**Close-up of the layout**

Window x 19 to 59, y 38 to 78 um. Cells in gray, sequential cells in the stronger gray; small squares are vias.
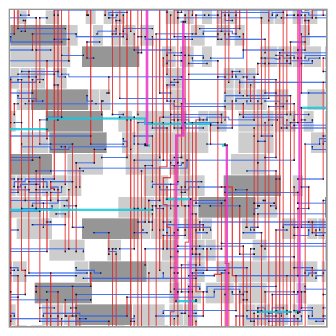
**Clock distribution**

The bar under the picture is 20 um long.
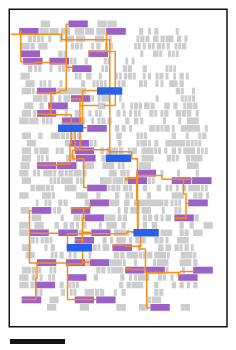
**Signal wires on met3**

Cells faint in the background.
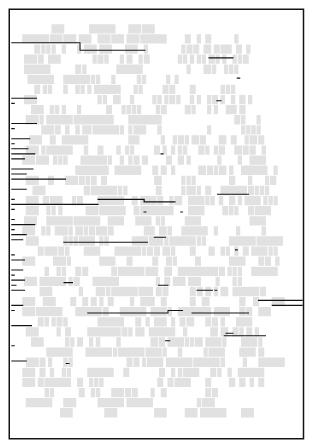
**Clock routing**

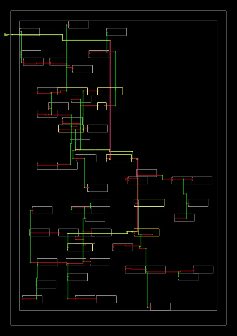
==> src/rtl/regfile_sequencer.sv <==
// Multi-cycle instruction sequencer driving an external register file through
// one combinational read port and one write port.
//
// state  | meaning
// IDLE   | ready; accepts an instruction
// READ_A | drive rs1 on the read port, capture operand A
// READ_B | drive rs2 on the read port, capture operand B
// WRITE  | drive the result to rd, pulse done, register result and flags
module regfile_sequencer #(
    parameter int N_REGS     = 8,
    parameter int REG_WIDTH  = 8,
    parameter int ADDR_WIDTH = $clog2(N_REGS)
) (
    input  logic                  clk,
    input  logic                  reset,
    input  logic                  in_valid,
    output logic                  in_ready,
    input  logic [2:0]            in_op,
    input  logic [ADDR_WIDTH-1:0] in_rd,
    input  logic [ADDR_WIDTH-1:0] in_rs1,
    input  logic [ADDR_WIDTH-1:0] in_rs2,
    input  logic [REG_WIDTH-1:0]  in_imm,
    output logic [ADDR_WIDTH-1:0] rf_rreg_index,
    input  logic [REG_WIDTH-1:0]  rf_data_out,
    output logic [ADDR_WIDTH-1:0] rf_wreg_index,
    output logic [REG_WIDTH-1:0]  rf_data_in,
    output logic                  rf_write_enable,
    output logic                  done,
    output logic [REG_WIDTH-1:0]  result,
    output logic                  flag_z,
    output logic                  flag_c
);

    typedef enum logic [1:0] {
        IDLE   = 2'd0,
        READ_A = 2'd1,
        READ_B = 2'd2,
        WRITE  = 2'd3
    } state_t;

    localparam logic [2:0] OP_ADD = 3'b000;
    localparam logic [2:0] OP_SUB = 3'b001;
    localparam logic [2:0] OP_AND = 3'b010;
    localparam logic [2:0] OP_OR  = 3'b011;
    localparam logic [2:0] OP_XOR = 3'b100;
    localparam logic [2:0] OP_MOV = 3'b101;
    localparam logic [2:0] OP_LDI = 3'b110;
    localparam logic [2:0] OP_CMP = 3'b111;

    state_t                state;
    state_t                state_next;
    logic [2:0]            op_q;
    logic [ADDR_WIDTH-1:0] rd_q;
    logic [ADDR_WIDTH-1:0] rs1_q;
    logic [ADDR_WIDTH-1:0] rs2_q;
    logic [REG_WIDTH-1:0]  imm_q;
    logic [REG_WIDTH-1:0]  a_q;
    logic [REG_WIDTH-1:0]  b_q;

    logic                  accept;
    logic [REG_WIDTH:0]    sum;
    logic [REG_WIDTH-1:0]  diff;
    logic [REG_WIDTH-1:0]  alu_result;
    logic                  alu_z;
    logic                  alu_c;

    assign in_ready = (state == IDLE);
    assign accept   = in_valid && in_ready;

    always_ff @(posedge clk) begin
        if (reset) begin
            state  <= IDLE;
            op_q   <= '0;
            rd_q   <= '0;
            rs1_q  <= '0;
            rs2_q  <= '0;
            imm_q  <= '0;
            a_q    <= '0;
            b_q    <= '0;
            result <= '0;
            flag_z <= 1'b0;
            flag_c <= 1'b0;
        end else begin
            state <= state_next;
            if (accept) begin
                op_q  <= in_op;
                rd_q  <= in_rd;
                rs1_q <= in_rs1;
                rs2_q <= in_rs2;
                imm_q <= in_imm;
            end
            if (state == READ_A) a_q <= rf_data_out;
            if (state == READ_B) b_q <= rf_data_out;
            if (state == WRITE) begin
                result <= alu_result;
                flag_z <= alu_z;
                flag_c <= alu_c;
            end
        end
    end

    always_comb begin
        state_next = state;
        case (state)
            IDLE:    if (accept) state_next = (in_op == OP_LDI) ? WRITE : READ_A;
            READ_A:  state_next = (op_q == OP_MOV) ? WRITE : READ_B;
            READ_B:  state_next = WRITE;
            WRITE:   state_next = IDLE;
            default: state_next = IDLE;
        endcase
    end

    always_comb begin
        sum        = {1'b0, a_q} + {1'b0, b_q};
        diff       = a_q - b_q;
        alu_result = '0;
        alu_c      = 1'b0;
        case (op_q)
            OP_ADD: begin
                alu_result = sum[REG_WIDTH-1:0];
                alu_c      = sum[REG_WIDTH];
            end
            OP_SUB, OP_CMP: begin
                alu_result = diff;
                alu_c      = (a_q < b_q);
            end
            OP_AND:  alu_result = a_q & b_q;
            OP_OR:   alu_result = a_q | b_q;
            OP_XOR:  alu_result = a_q ^ b_q;
            OP_MOV:  alu_result = a_q;
            OP_LDI:  alu_result = imm_q;
            default: alu_result = '0;
        endcase
        alu_z = (alu_result == '0);
    end

    always_comb begin
        rf_rreg_index   = '0;
        rf_wreg_index   = '0;
        rf_data_in      = '0;
        rf_write_enable = 1'b0;
        done            = 1'b0;
        case (state)
            READ_A: rf_rreg_index = rs1_q;
            READ_B: rf_rreg_index = rs2_q;
            WRITE: begin
                rf_wreg_index = rd_q;
                rf_data_in    = alu_result;
                // Reset must suppress the write at the very edge it aborts.
                rf_write_enable = (op_q != OP_CMP) && !reset;
                done            = !reset;
            end
            default: rf_rreg_index = '0;
        endcase
    end

endmodule

==> config.mk <==
export PLATFORM = sky130hd
export DESIGN_NAME = regfile_sequencer
export DESIGN_NICKNAME = d
export VERILOG_FILES = /design/src/rtl/regfile_sequencer.sv
export SDC_FILE = /design/constraint.sdc
export NUM_CORES = 1
export LEC_CHECK = 0
export ABC_AREA = 1
export CAP_MARGIN = 20
export CELL_PAD_IN_SITES_DETAIL_PLACEMENT = 0
export CELL_PAD_IN_SITES_GLOBAL_PLACEMENT = 1
export CORE_ASPECT_RATIO = 1.5
export CORE_MARGIN = 3
export CORE_UTILIZATION = 40
export DETAILED_ROUTE_END_ITERATION = 10
export GPL_ROUTABILITY_DRIVEN = 0
export GPL_TIMING_DRIVEN = 0
export PLACE_DENSITY_LB_ADDON = 0.1
export SLEW_MARGIN = 20
export SYNTH_ARGS = -nofsm -noshare
export SYNTH_HDL_FRONTEND = slang
export SYNTH_SLANG_ARGS = --single-unit
==> constraint.sdc <==
create_clock -name clk -period 6.1 [get_ports clk]
set_clock_uncertainty 0.1 [all_clocks]
set_input_delay 1.22 -clock clk [delete_from_list [all_inputs] [get_ports clk]]
set_output_delay 1.22 -clock clk [all_outputs]
set_load 0.005 [all_outputs]
==> flow_metrics.env <==
# flow metrics
export IMPL_setup_worst_path_end="rf_data_in[7]"
export IMPL_grt_overflow_total=0
export IMPL_final_net_count=609
export IMPL_synthAoiAreaFrac_pct=16.99
export IMPL_share_of_the_clock_period_used_by_the_worst_path_after_layout_pct=67.27
export IMPL_cpMaxStageDelayCell="dfxtp_1"
export IMPL_min_delay_path_depth=2
export IMPL_antenna_found_initial=0
export IMPL_pg_clk_uw=366
export IMPL_holdCritStartpoint="imm_q[2]$_SDFFE_PP0P_"
export IMPL_tap_cell_count=102
export IMPL_netlist_area_mm2=0.003182
export IMPL_powerDensity_mw_per_mm2=318.3
export IMPL_crit_path_cell_trace="inv_1, ha_1, nor2_1, nand2_1, nand2_1, nand2_1, nand2_1, nand2_1, nand3_1, nand2_1, nor2_1, inv_1, nand2_1, inv_1, clkdlybuf4s50_1"
export IMPL_top_cells_by_area="dfxtp_1, nand2_1, ha_1"
export IMPL_synth_cells=484
export IMPL_data_arrival_time_of_the_critical_path_ns=2.78
export IMPL_inverters=77
export IMPL_r2r_end="result[7]$_SDFFE_PP0P_"
export IMPL_num_rows=39
export IMPL_clk_path_buf_depth=2
export IMPL_routed_top_layer="met4"
export IMPL_buf_share_pct=16.06
export IMPL_power_sequential_fraction_pct=30.5
export IMPL_post_layout_nonfiller_instances=651
export IMPL_sequential_portion_of_the_cell_area_pct=23.59
export IMPL_internal_power_uw=783.9
export IMPL_detail_route_antenna_nets=0
export IMPL_num_antenna_cells=0
export IMPL_worst_case_headroom_to_the_max_slew_limit_pct=65.41
export IMPL_synthMuxAreaShare_pct=0
export IMPL_pre_cts_slack_ns=2.216
export IMPL_drt_drc_violations_left=0
export IMPL_fin_ws_ns=1.997
export IMPL_cts_clk_slew_worst_paths_ns=0.07
export IMPL_dpl_cell_count=643
export IMPL_pwr_group_sequential_uw=396
export IMPL_initial_core_util_pct=41.53
export IMPL_seq_area_um2=960.9
export IMPL_clockRootBuffer="clkbuf_16"
export IMPL_average_via_count_per_standard_cell=5.032
export IMPL_setup_violations_final=0
export IMPL_yosysMostFrequentCell="nand2_1"
export IMPL_track_usage_pct=22.95
export IMPL_topCombFamilyByArea="simple AND/OR/NAND/NOR gates"
export IMPL_post_cts_resized_instances=0
export IMPL_n_all_buffers=75
export IMPL_post_cts_buffers=0
export IMPL_adder_share_pct=12.27
export IMPL_synth_ff_latch_count=48
export IMPL_worstRegToRegCells=14
export IMPL_finalHoldViolCount=0
export IMPL_logic_gates=341
export IMPL_detail_route_wl_per_cell_um=15.14
export IMPL_critical_path_max_fanout=6
export IMPL_htree_num_levels=2
export IMPL_p_comb_uw=535
export IMPL_clock_buffers=5
export IMPL_ios=58
export IMPL_synth_simple_area_share_pct=28.27
export IMPL_wirelength_um=9859
export IMPL_rsz0062_at_grt="no"
export IMPL_top_cells_by_count="nand2_1, inv_1, nor2_1"
export IMPL_postSynth_topFlopCell="dfxtp_1"
export IMPL_placed_cell_areas_mm2=0.003880
export IMPL_chipHeight_um=115.2
export IMPL_worst_slew_pin_slew_ns=0.5188
export IMPL_finalInstanceArea_mm2=0.004074
export IMPL_cts_hold_fix_buffers=0
export IMPL_yosys_warnings=0
export IMPL_ys_sh_xor_pct=0.5505
export IMPL_post_layout_total_power_uw=1297
export IMPL_run_status="finished, final reports clean"
export IMPL_synth_async_sr_flop_share_pct=0
export IMPL_fraction_of_layout_cells_with_a_size_suffix_above_1_pct=5.464
export IMPL_path_common_cell="nand2_1"
export IMPL_holdPathEnd="imm_q[2]$_SDFFE_PP0P_"
export IMPL_switching_power_uw=512.7
export IMPL_comb_area_share_pct=45.36
export IMPL_switching_share_pct=39.54
export IMPL_worst_setup_path_type="reg2out"
export IMPL_detailedPlacementHpwl_um=7823
export IMPL_ys_types=32
export IMPL_maxSlewViolCount=0
export IMPL_leakage_power_figure_uw=0.001840
export IMPL_edf_count=0
export IMPL_tritoncts="yes"
export IMPL_dr_wl_met2_um=5229
export IMPL_drt_pass1_iter_count=4
export IMPL_first_global_vias=3292
export IMPL_ys_seq_share_pct=30.20
export IMPL_top_power_group="combinational logic"
export IMPL_detailroute_via_count=3276
export IMPL_crit_cells=15
export IMPL_rrSetupSlack_ns=3.79
export IMPL_critical_path_buf_inv_count=4
export IMPL_top_achievable_clock_speed_mhz=243.7
export IMPL_ir_worst_vdd_mv=0.1635
export IMPL_floorplan_core_area_mm2=0.007661
export IMPL_wl_met3_um=317
export IMPL_worst_endpoint_required_ns=4.78
export IMPL_critical_path_startpoint="a_q[1]$_SDFFE_PP0P_"
export IMPL_chip_area_mm2=0.009082
export IMPL_power_share_clock_pct=28.2
export IMPL_grt_start_max_net_pins=17
export IMPL_area_growth_from_synthesis_to_layout_pct=28.04
export IMPL_clock_latency_late_pin_ns=0.30
export IMPL_post_synth_top_area_cell="dfxtp_1"
export IMPL_wire_length_on_met1_um=4058
export IMPL_max_cap_viol_count=0
export IMPL_biggestCellCategory="combinational gates"
export IMPL_worst_setup_path_start_kind="flop"
export IMPL_power_combinational_fraction_pct=41.3
export IMPL_post_route_min_period_ns=4.103
About 'close-up of the layout':
Cyan shows M3. Magenta shows M4. Blue shows M1. Red shows M2.
132 logic cells have their middle in the window. Most frequent: nand2_1 (21), inv_1 (16), a21oi_1 (14). Netlist names of flops here include imm_q (3), a_q (2), op_q (2). Sequential cells in the window: 12.

About 'clock distribution':
Purple shows flip-flops, count 48. Orange shows clock wires, length 713 um. Blue shows clock-net drivers, count 5.
There are 6 routed clock nets. Position of the flops: all over the die.

About 'signal wires on met3':
49 nets have wire on it. The layer holds 3.2% of the routed length.

About 'clock routing':
clock sinks: 48
Inserted Clock Buffers: 5

==> state kept, by name, summed over array words and instances (netlist names) <==
signal	cells
a_q	8
b_q	8
imm_q	8
result	8
op_q	3
rd_q	3
rs1_q	3
rs2_q	3
state	2
flag_c	1
flag_z	1
==> routing by layer <==
layer,up-vias,track usage [%]
met5,-,0
met4,0,8.601
met3,14,3.605
met2,66,43.28
met1,1512,25.59
li1,1684,-
==> cells in the final DEF, fill, tap and decap left out, drive strengths merged <==
cell / count
inv: 78
xor2: 2
buf: 5
dfxtp: 48
a31oi: 1
nor3: 4
o211ai: 2
bufinv: 2
a221oi: 1
clkbuf: 18
nand2: 95
o22ai: 3
fa: 2
o21ai: 49
and2: 1
nand3: 36
nor2: 54
clkdlybuf4s50: 57
nand4: 12
ha: 28
a21oi: 47
or2: 3
a211oi: 1
